==> config.mk <==
export PLATFORM = sky130hd
export DESIGN_NAME = vol_meter_flat
export DESIGN_NICKNAME = d
export VERILOG_FILES = /design/src/rtl/vol_meter_if.sv /design/src/rtl/vol_meter.sv /design/src/flat_wrapper.sv
export SDC_FILE = /design/constraint.sdc
export NUM_CORES = 1
export LEC_CHECK = 0
export CAP_MARGIN = 20
export CORE_MARGIN = 4
export CORE_UTILIZATION = 50
export CTS_CLUSTER_SIZE = 40
export DETAILED_ROUTE_END_ITERATION = 8
export PLACE_DENSITY_LB_ADDON = 0.2
export SLEW_MARGIN = 10
export SYNTH_ARGS = -nofsm -noshare
export SYNTH_HDL_FRONTEND = slang
export SYNTH_SLANG_ARGS = --single-unit
export TNS_END_PERCENT = 10
==> constraint.sdc <==
create_clock -name clk -period 7.1 [get_ports clk]
set_clock_uncertainty 0.1 [all_clocks]
set_input_delay 0.71 -clock clk [delete_from_list [all_inputs] [get_ports clk]]
set_output_delay 0.71 -clock clk [all_outputs]
set_load 0.005 [all_outputs]
==> src/rtl/vol_meter_if.sv <==
// vol_meter_if: sample stream, display controls and meter outputs of vol_meter
interface vol_meter_if #(
    parameter int SAMPLE_W = 8,
    parameter int NUM_LEDS = 8
);
    logic                       sample_valid;
    logic signed [SAMPLE_W-1:0] sample;
    logic                       dot_mode;
    logic                       peak_en;
    logic [SAMPLE_W-2:0]        level;
    logic                       level_valid;
    logic [NUM_LEDS-1:0]        led_level;
    logic                       led_heartbeat;

    modport master (
        output sample_valid, sample, dot_mode, peak_en,
        input  level, level_valid, led_level, led_heartbeat
    );

    modport slave (
        input  sample_valid, sample, dot_mode, peak_en,
        output level, level_valid, led_level, led_heartbeat
    );
endinterface

==> src/rtl/vol_meter.sv <==
// vol_meter: averages sample magnitude over a 2^AVG_LOG2 window and drives an
// LED bar/dot display with peak hold, plus a sample-count heartbeat LED.
module vol_meter #(
    parameter int SAMPLE_W          = 8,
    parameter int AVG_LOG2          = 8,
    parameter int NUM_LEDS          = 8,
    parameter int PEAK_HOLD_WINDOWS = 4,
    parameter int HB_SAMPLES        = 22000
) (
    input logic        clk,
    input logic        reset_n,
    vol_meter_if.slave bus
);
    localparam int MAG_W  = SAMPLE_W - 1;
    localparam int ACC_W  = MAG_W + AVG_LOG2;
    localparam int STEP   = (2 ** MAG_W) / NUM_LEDS;
    localparam int HOLD_W = $clog2(PEAK_HOLD_WINDOWS + 1);
    localparam int HB_W   = $clog2(HB_SAMPLES + 1);

    logic [MAG_W-1:0]    r_mag;
    logic                r_mag_vld;
    logic [ACC_W-1:0]    r_acc;
    logic [AVG_LOG2-1:0] r_cnt;
    logic [MAG_W-1:0]    r_level;
    logic [MAG_W-1:0]    r_peak;
    logic                r_level_valid;
    logic [HOLD_W-1:0]   r_hold;
    logic [HB_W-1:0]     r_hb_cnt;
    logic                r_hb;
    logic [NUM_LEDS-1:0] r_led;

    logic [SAMPLE_W-1:0] w_neg;
    logic [MAG_W-1:0]    w_abs;
    logic [ACC_W-1:0]    w_sum;
    logic [MAG_W-1:0]    w_avg;
    logic [NUM_LEDS-1:0] w_lvl_th;
    logic [NUM_LEDS-1:0] w_pk_th;
    logic [NUM_LEDS-1:0] w_lvl_dot;
    logic [NUM_LEDS-1:0] w_pk_dot;

    // The most negative sample negates to itself; its set top bit selects saturation
    assign w_neg = -bus.sample;
    assign w_abs = !bus.sample[SAMPLE_W-1] ? bus.sample[MAG_W-1:0] :
                   w_neg[SAMPLE_W-1]       ? {MAG_W{1'b1}} : w_neg[MAG_W-1:0];
    assign w_sum = r_acc + ACC_W'(r_mag);
    assign w_avg = w_sum[ACC_W-1:AVG_LOG2];

    // Thermometer codes: LED i lights when the value exceeds i*STEP
    for (genvar i = 0; i < NUM_LEDS; i++) begin : g_th
        assign w_lvl_th[i] = r_level > MAG_W'(i * STEP);
        assign w_pk_th[i]  = r_peak > MAG_W'(i * STEP);
    end
    assign w_lvl_dot = w_lvl_th & ~(w_lvl_th >> 1);
    assign w_pk_dot  = w_pk_th & ~(w_pk_th >> 1);

    always_ff @(posedge clk or negedge reset_n) begin
        if (!reset_n) begin
            r_mag     <= '0;
            r_mag_vld <= 1'b0;
        end else begin
            r_mag_vld <= bus.sample_valid;
            if (bus.sample_valid) r_mag <= w_abs;
        end
    end

    always_ff @(posedge clk or negedge reset_n) begin
        if (!reset_n) begin
            r_acc         <= '0;
            r_cnt         <= '0;
            r_level       <= '0;
            r_level_valid <= 1'b0;
            r_peak        <= '0;
            r_hold        <= '0;
        end else begin
            r_level_valid <= 1'b0;
            if (r_mag_vld) begin
                r_cnt <= r_cnt + 1'b1;
                if (&r_cnt) begin
                    r_acc         <= '0;
                    r_level       <= w_avg;
                    r_level_valid <= 1'b1;
                    if (w_avg >= r_peak || r_hold == HOLD_W'(PEAK_HOLD_WINDOWS - 1)) begin
                        r_peak <= w_avg;
                        r_hold <= '0;
                    end else begin
                        r_hold <= r_hold + 1'b1;
                    end
                end else begin
                    r_acc <= w_sum;
                end
            end
        end
    end

    always_ff @(posedge clk or negedge reset_n) begin
        if (!reset_n) r_led <= '0;
        else          r_led <= (bus.dot_mode ? w_lvl_dot : w_lvl_th) | (bus.peak_en ? w_pk_dot : '0);
    end

    always_ff @(posedge clk or negedge reset_n) begin
        if (!reset_n) begin
            r_hb_cnt <= '0;
            r_hb     <= 1'b0;
        end else if (bus.sample_valid) begin
            if (r_hb_cnt == HB_W'(HB_SAMPLES - 1)) begin
                r_hb_cnt <= '0;
                r_hb     <= ~r_hb;
            end else begin
                r_hb_cnt <= r_hb_cnt + 1'b1;
            end
        end
    end

    assign bus.level         = r_level;
    assign bus.level_valid   = r_level_valid;
    assign bus.led_level     = r_led;
    assign bus.led_heartbeat = r_hb;
endmodule
==> src/flat_wrapper.sv <==
// flat-port wrapper written by rule: the top's interface ports become plain ports
module vol_meter_flat 
#(
    parameter int SAMPLE_W          = 8,
    parameter int AVG_LOG2          = 8,
    parameter int NUM_LEDS          = 8,
    parameter int PEAK_HOLD_WINDOWS = 4,
    parameter int HB_SAMPLES        = 22000
)
  (clk, reset_n, bus_sample_valid, bus_sample, bus_dot_mode, bus_peak_en, bus_level, bus_level_valid, bus_led_level, bus_led_heartbeat);
  vol_meter_if #(.SAMPLE_W(SAMPLE_W), .NUM_LEDS(NUM_LEDS)) bus_i ();
  input logic clk;
  input logic reset_n;
  input wire logic [$bits(bus_i.sample_valid)-1:0] bus_sample_valid;
  input wire logic [$bits(bus_i.sample)-1:0] bus_sample;
  input wire logic [$bits(bus_i.dot_mode)-1:0] bus_dot_mode;
  input wire logic [$bits(bus_i.peak_en)-1:0] bus_peak_en;
  output wire logic [$bits(bus_i.level)-1:0] bus_level;
  output wire logic [$bits(bus_i.level_valid)-1:0] bus_level_valid;
  output wire logic [$bits(bus_i.led_level)-1:0] bus_led_level;
  output wire logic [$bits(bus_i.led_heartbeat)-1:0] bus_led_heartbeat;
  assign bus_i.sample_valid = bus_sample_valid;
  assign bus_i.sample = bus_sample;
  assign bus_i.dot_mode = bus_dot_mode;
  assign bus_i.peak_en = bus_peak_en;
  assign bus_level = bus_i.level;
  assign bus_level_valid = bus_i.level_valid;
  assign bus_led_level = bus_i.led_level;
  assign bus_led_heartbeat = bus_i.led_heartbeat;
  vol_meter #(.SAMPLE_W(SAMPLE_W), .AVG_LOG2(AVG_LOG2), .NUM_LEDS(NUM_LEDS), .PEAK_HOLD_WINDOWS(PEAK_HOLD_WINDOWS), .HB_SAMPLES(HB_SAMPLES)) u_core (.clk(clk), .reset_n(reset_n), .bus(bus_i));
endmodule
==> impl_metrics.tcl <==
# flow metrics
set metrics [dict create \
    status "complete, no violations" \
    top_logic_kind "simple AND/OR/NAND/NOR gates" \
    critPathSlowestCell "nor3_2" \
    insertion_delay_ns 0.35 \
    ant_nets 0 \
    setup_violations 0 \
    fin_util 0.601 \
    postCtsSetupRepairBufs 0 \
    finalCritPeriodShare 0.509 \
    total_power_w 0.00117 \
    hold_viol 0 \
    p_per_area_nw_per_um2 265 \
    yosys_cells 382 \
    use_met1 0.226 \
    dp_cells 505 \
    hold_end "u_core.r_cnt[5]$_DFFE_PN0P_" \
    edf_count 0 \
    drtIter0Drc 96 \
    dieArea_um2 9210 \
    worstHoldPathType "flop to flop" \
    clk_pin_slew_ns 0.08 \
    hp-start "u_core.r_cnt[5]$_DFFE_PN0P_" \
    met3RoutedLength_um 255 \
    synth_area_um2 3870 \
    rsz0062_at_grt "false" \
    worst_pin_slew_ns 0.914 \
    min_period_ns 3.62 \
    crit_arrival_ns 3.74 \
    rrSetupSlack_ns 3.48 \
    drc 0 \
    r2r-end "u_core.r_peak[5]$_DFFE_PN0P_" \
    placementRows 31 \
    cts_resized 0 \
    worstPathRequired_ns 7.23 \
    grt_util_met2 0.302 \
    drv_cap 0 \
    n_antenna_cell 0 \
    ys_seq_share 0.472 \
]
==> through the flow <==
step / worst slack [ns] / area (µm²)
2_1_floorplan: 3.82 / 3870
3_3_place_gp: 3.61 / 4260
3_5_place_dp: 3.51 / 4260
4_1_cts: 3.48 / 4430
5_1_grt: 3.21 / 4430
6_report: 3.48 / 4430
==> power by group <==
part | internal (W) | total [W] | switching [W]
Clock | 0.000134 | 0.000285 | 0.000152
Sequential | 0.000480 | 0.000543 | 0.0000630
Combinational | 0.000162 | 0.000343 | 0.000180
Total | 0.000776 | 0.00117 | 0.000395
==> registers in the layout (all words and copies together), names as in the netlist, 3 cells and up <==
name                  cells
u_core.r_acc             15
u_core.r_hold             3
u_core.r_hb_cnt          15
u_core.r_peak             7
u_core.bus.level          7
u_core.bus.led_level      8
u_core.r_mag              7
u_core.r_cnt              8
==> logic make-up (layout without fill, tap and decap cells) <==
family,after synthesis,in the layout
AOI/OAI and AO/OA,87,87
xor gates and xnor gates,36,36
adders and majority gates,20,20
buffers and inverters,27,66
DFF,73,73
and+or+nand+nor,125,125
muxes,14,14
==> layout make-up <==
cell class	count	share of cell area
flip-flops and latches	73	0.413
clock inverters	3	0.00396
multi-input cells	282	0.439
repair buffers	30	0.0661
well taps	99	0.0280
clock buffers	12	0.0328
inverters	21	0.0178
==> cells in the mapped netlist (all sizes together) (6+ instances only) <==
cell   instances  area (µm²)
dfrtp         73        1830
a21oi         17        92.6
nand3         10        55.1
a22o           7        62.6
xor2          18         165
and3           6        42.5
a21o           6        45.0
nand4         12        75.1
nand2         45         171
o21ai         27         135
o31ai          8        73.8
inv           20        75.1
ha            19         238
xnor2         18         165
nor2          30         113
mux2          11         124
Wire density map:
19 x 19 tiles, from black (low) to pale yellow (high), scaled to the fullest tile. Values are wire area over tile area, all layers added.
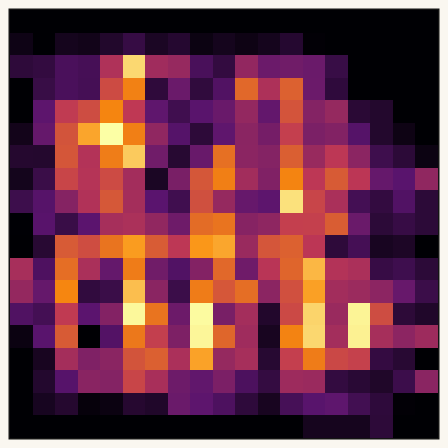
The fullest tile reaches 0.42. The densest ninth of the die: centre. The mean over all tiles is 0.13. The emptiest ninth of the die: north-east.
wire per inst: 14.4 µm
routed vias: 2863
GRT Overall Usage: 0.182

Nets reached from selected ports:
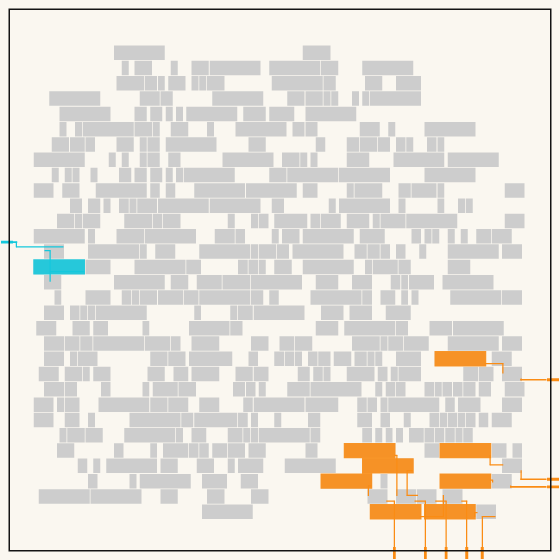
bus_led_level: in orange, bits 8, direction output, end cells 8, buffers 8, wire 99.7 µm. bus_led_heartbeat: in cyan, bits 1, direction output, end cells 1, buffers 1, wire 22.2 µm.
IO buf count: 29
Boundary Pins: 30

M3 wires:
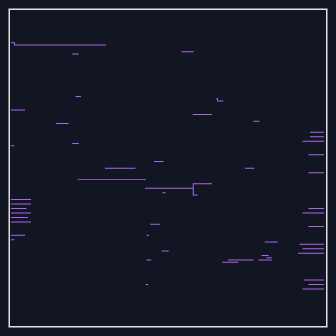
40 nets have wire on it. The layer carries 255 µm of wire. The wires run mostly horizontal.
met3 usage: 0.0321
Routed WL: 7470 µm

No activity file was given, so power comes from the tool's default toggle rates.
